==> images/layer_met1.png <==
Scale bar: 20 microns. Supply wires on this layer in gray.
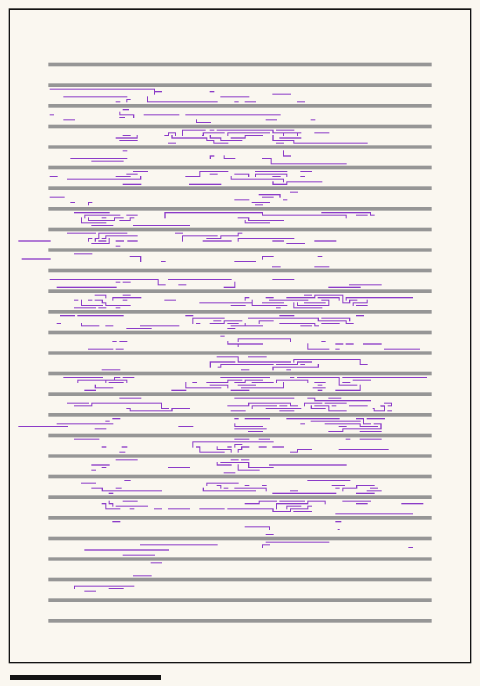
==> images/layer_met2.png <==
Cells faint in the background.
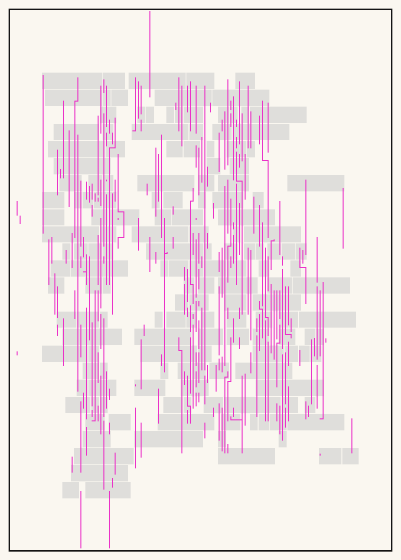
==> images/layer_met3.png <==
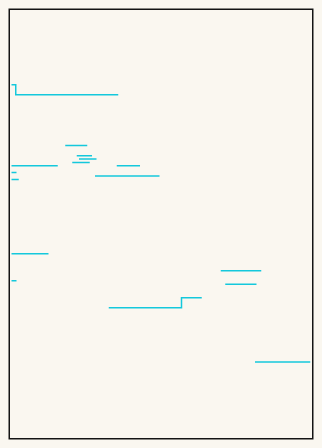
==> images/congestion.png <==
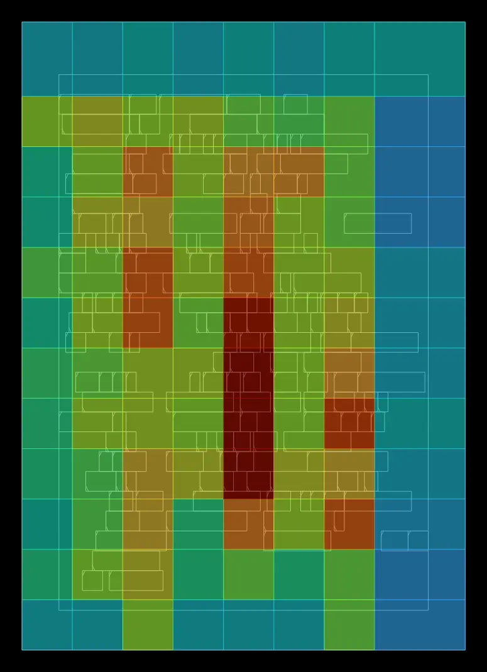
==> config.mk <==
export PLATFORM = sky130hd
export DESIGN_NAME = hp_tracker
export DESIGN_NICKNAME = d
export VERILOG_FILES = /design/src/rtl/hp_pkg.sv /design/src/rtl/hp_tracker_rise_detect.sv /design/src/rtl/hp_tracker.sv
export SDC_FILE = /design/constraint.sdc
export NUM_CORES = 1
export LEC_CHECK = 0
export ABC_CLOCK_PERIOD_IN_PS = 2029
export CAP_MARGIN = 40
export CORE_ASPECT_RATIO = 1.5
export CORE_MARGIN = 5
export CORE_UTILIZATION = 40
export DETAILED_ROUTE_END_ITERATION = 10
export SYNTH_ARGS = -nofsm -noshare
export SYNTH_HDL_FRONTEND = slang
export SYNTH_SLANG_ARGS = --single-unit
==> constraint.sdc <==
create_clock -name clk -period 2.03 [get_ports clk]
set_input_delay 0.406 -clock clk [delete_from_list [all_inputs] [get_ports clk]]
set_output_delay 0.406 -clock clk [all_outputs]
set_load 0.1 [all_outputs]
==> src/rtl/hp_pkg.sv <==
// Shared definitions for the player hit-point tracker: FSM state encoding
// and default parameter values.
package hp_pkg;

  localparam int HP_MAX_DEF       = 5;
  localparam int HP_W_DEF         = 3;
  localparam int FLASH_CYCLES_DEF = 2000000;

  typedef logic [1:0] state_t;

  localparam state_t ST_ALIVE = 2'd0;
  localparam state_t ST_HURT  = 2'd1;
  localparam state_t ST_DEAD  = 2'd2;

endpackage

==> src/rtl/hp_tracker_rise_detect.sv <==
// Rising-edge detector for the collision level: one register stage and a
// combinational rise flag that is high in the cycle the level first reads 1.
module rise_detect (
  input  logic clk,
  input  logic rst_n,
  input  logic in,
  output logic rise
);

  logic in_q_r;

  // Delay the input by one cycle so its previous value is available.
  always_ff @(posedge clk or negedge rst_n) begin
    if (!rst_n) begin
      in_q_r <= 1'b0;
    end else begin
      in_q_r <= in;
    end
  end

  assign rise = in & ~in_q_r;

endmodule

==> src/rtl/hp_tracker.sv <==
// Player hit-point tracker. Damage is taken on each new collision, followed
// by a blinking invulnerability window that lasts while the collision level
// stays high. Reaching zero HP locks the tracker until restart.
// Optional feature: define HP_HEAL_EN to let the heal pulse add one HP
// (saturating at HP_MAX); otherwise heal is ignored.
module hp_tracker
  import hp_pkg::*;
#(
  parameter int HP_MAX       = HP_MAX_DEF,
  parameter int HP_W         = HP_W_DEF,
  parameter int FLASH_CYCLES = FLASH_CYCLES_DEF
) (
  input  logic            clk,
  input  logic            rst_n,
  input  logic            collision,
  input  logic            restart,
  input  logic            heal,
  output logic [HP_W-1:0] hp,
  output logic            hit,
  output logic            dead,
  output logic            blink
);

  localparam int CNT_W = (FLASH_CYCLES > 2) ? $clog2(FLASH_CYCLES) : 1;
  localparam logic [HP_W-1:0]  HP_FULL  = HP_W'(HP_MAX);
  localparam logic [CNT_W-1:0] CNT_LAST = CNT_W'(FLASH_CYCLES - 1);

  state_t           state_r, state_s;
  logic [HP_W-1:0]  hp_r, hp_s;
  logic             hit_r, hit_s;
  logic             dead_r, dead_s;
  logic             blink_r, blink_s;
  logic [CNT_W-1:0] cnt_r, cnt_s;
  logic             rise_s;

`ifdef HP_HEAL_EN
  // One HP up, never past the full value.
  function automatic logic [HP_W-1:0] hp_inc(input logic [HP_W-1:0] v);
    return (v >= HP_FULL) ? v : v + HP_W'(1);
  endfunction
`else
  // The heal port stays on the boundary but drives nothing.
  logic unused_heal_s;
  assign unused_heal_s = heal;
`endif

  rise_detect u_rise (
    .clk  (clk),
    .rst_n(rst_n),
    .in   (collision),
    .rise (rise_s)
  );

  // Next-state and next-output computation for the ALIVE/HURT/DEAD machine.
  always_comb begin
    state_s = state_r;
    hp_s    = hp_r;
    hit_s   = 1'b0;
    dead_s  = dead_r;
    blink_s = blink_r;
    cnt_s   = cnt_r;
    if (restart) begin
      state_s = ST_ALIVE;
      hp_s    = HP_FULL;
      dead_s  = 1'b0;
      blink_s = 1'b1;
      cnt_s   = '0;
    end else begin
      case (state_r)
        ST_ALIVE: begin
          if (rise_s) begin
            // Damage wins over a coincident heal.
            hit_s   = 1'b1;
            blink_s = 1'b0;
            cnt_s   = '0;
            if (hp_r > HP_W'(1)) begin
              hp_s    = hp_r - HP_W'(1);
              state_s = ST_HURT;
            end else begin
              hp_s    = '0;
              dead_s  = 1'b1;
              state_s = ST_DEAD;
            end
          end else begin
            blink_s = 1'b1;
            cnt_s   = '0;
`ifdef HP_HEAL_EN
            if (heal) begin
              hp_s = hp_inc(hp_r);
            end else begin
              hp_s = hp_r;
            end
`endif
          end
        end
        ST_HURT: begin
`ifdef HP_HEAL_EN
          if (heal) begin
            hp_s = hp_inc(hp_r);
          end else begin
            hp_s = hp_r;
          end
`endif
          if (!collision) begin
            state_s = ST_ALIVE;
            blink_s = 1'b1;
            cnt_s   = '0;
          end else if (cnt_r == CNT_LAST) begin
            cnt_s   = '0;
            blink_s = ~blink_r;
          end else begin
            cnt_s   = cnt_r + CNT_W'(1);
          end
        end
        ST_DEAD: begin
          hp_s    = '0;
          dead_s  = 1'b1;
          blink_s = 1'b0;
          cnt_s   = '0;
        end
        default: begin
          state_s = ST_ALIVE;
          hp_s    = HP_FULL;
          dead_s  = 1'b0;
          blink_s = 1'b1;
          cnt_s   = '0;
        end
      endcase
    end
  end

  // State and output registers, forced to the full-HP alive state on reset.
  always_ff @(posedge clk or negedge rst_n) begin
    if (!rst_n) begin
      state_r <= ST_ALIVE;
      hp_r    <= HP_FULL;
      hit_r   <= 1'b0;
      dead_r  <= 1'b0;
      blink_r <= 1'b1;
      cnt_r   <= '0;
    end else begin
      state_r <= state_s;
      hp_r    <= hp_s;
      hit_r   <= hit_s;
      dead_r  <= dead_s;
      blink_r <= blink_s;
      cnt_r   <= cnt_s;
    end
  end

  assign hp    = hp_r;
  assign hit   = hit_r;
  assign dead  = dead_r;
  assign blink = blink_r;

endmodule

==> qor.txt <==
Ys async rst share - 1.00
Bufs and invs on worst path - 0
Max-area cell share - 0.438
WP data required - 2.23 ns
Status - completed
FF-to-FF path depth - 4
Worst r2r dst - cnt_r[20]
Main area contributors after synthesis - dfrtp_1 44%, xor2_1 6.8%, dfstp_2 5.1%
Post-CTS Setup Repair Bufs - 0
Max Used Layer - met4
Number of synthesized flops with an enable pin - 0
Fmax - 585 MHz
Hold wc startpoint - cnt_r[0]
Syn Inst Count - 149
Seq share, synth - 0.489
Post-Route M1 WL - 1.20 mm
Final setup viols - 0
IO buf count - 9
Insertion Delay late pin - 0.28 ns
WL met3 - 117 microns
CP endpoint - cnt_r[20]
Worst Skew - 0.00677 ns
Dpl ws - 0.114 ns
CP Capture Type - register
Clock sink count - 30
Sequential power share - 0.405
Die Size - 0.00523 sq mm
Cell Rows - 27
Final Wtd Congestion - 0.812
Dominant register cell - dfrtp_1
Pwr per Cell Area - 834 mW/mm^2
DRC Markers - 0
Crit path launch - cnt_r[6]
Most common cell in the netlist - dfrtp_1
## Picture notes: layer_met1.png
The wires run mostly horizontal. The layer holds 40% of the routed length. The longest straight run is 14.3 microns.
via count: 1158
WL final: 3.03 mm
GRT met1 Usage: 0.149

## Picture notes: layer_met2.png
The layer carries 1670 microns of wire. The wires run mostly vertical. The longest straight run is 45.2 microns. 148 nets have wire on it. The layer holds 55% of the routed length.
met2 Track Usage GR: 0.246

## Picture notes: layer_met3.png
The layer carries 117 microns of wire. 14 nets have wire on it. The longest straight run is 20.5 microns. The layer holds 3.9% of the routed length.
grt met3 use: 0.0392

## Picture notes: congestion.png
Most Crowded Layer GR: met2
Routed WL per cell: 14.4 microns
GRT Total Usage: 0.138
Final Util: 0.503

power by group through the flow:
stage	clock network, mW	logic, mW	registers [mW]
after detailed placement	0	0.188	0.642
after floorplan	0	0.0487	0.711
final	0.741	0.185	0.632
after global routing	0.791	0.199	0.634
after CTS	0.758	0.188	0.632
after global placement	0	0.185	0.641
final cells by class:
class                           count  area, sq um
Tap cell                           43         53.8
Sequential cell                    30          754
Timing Repair Buffer               16          165
Inverter                            5         18.8
Clock buffer                        6         82.6
Clock inverter                      2         60.1
Fill cell                         355         1850
Multi-Input combinational cell    108          733
flip-flops by register name (all words and copies together), names as in the netlist:
register	count
blink	1
u_rise.in_q_r	1
state_r	2
hp	3
hit	1
dead	1
cnt_r	21
Power is estimated from default activity; no workload was simulated.
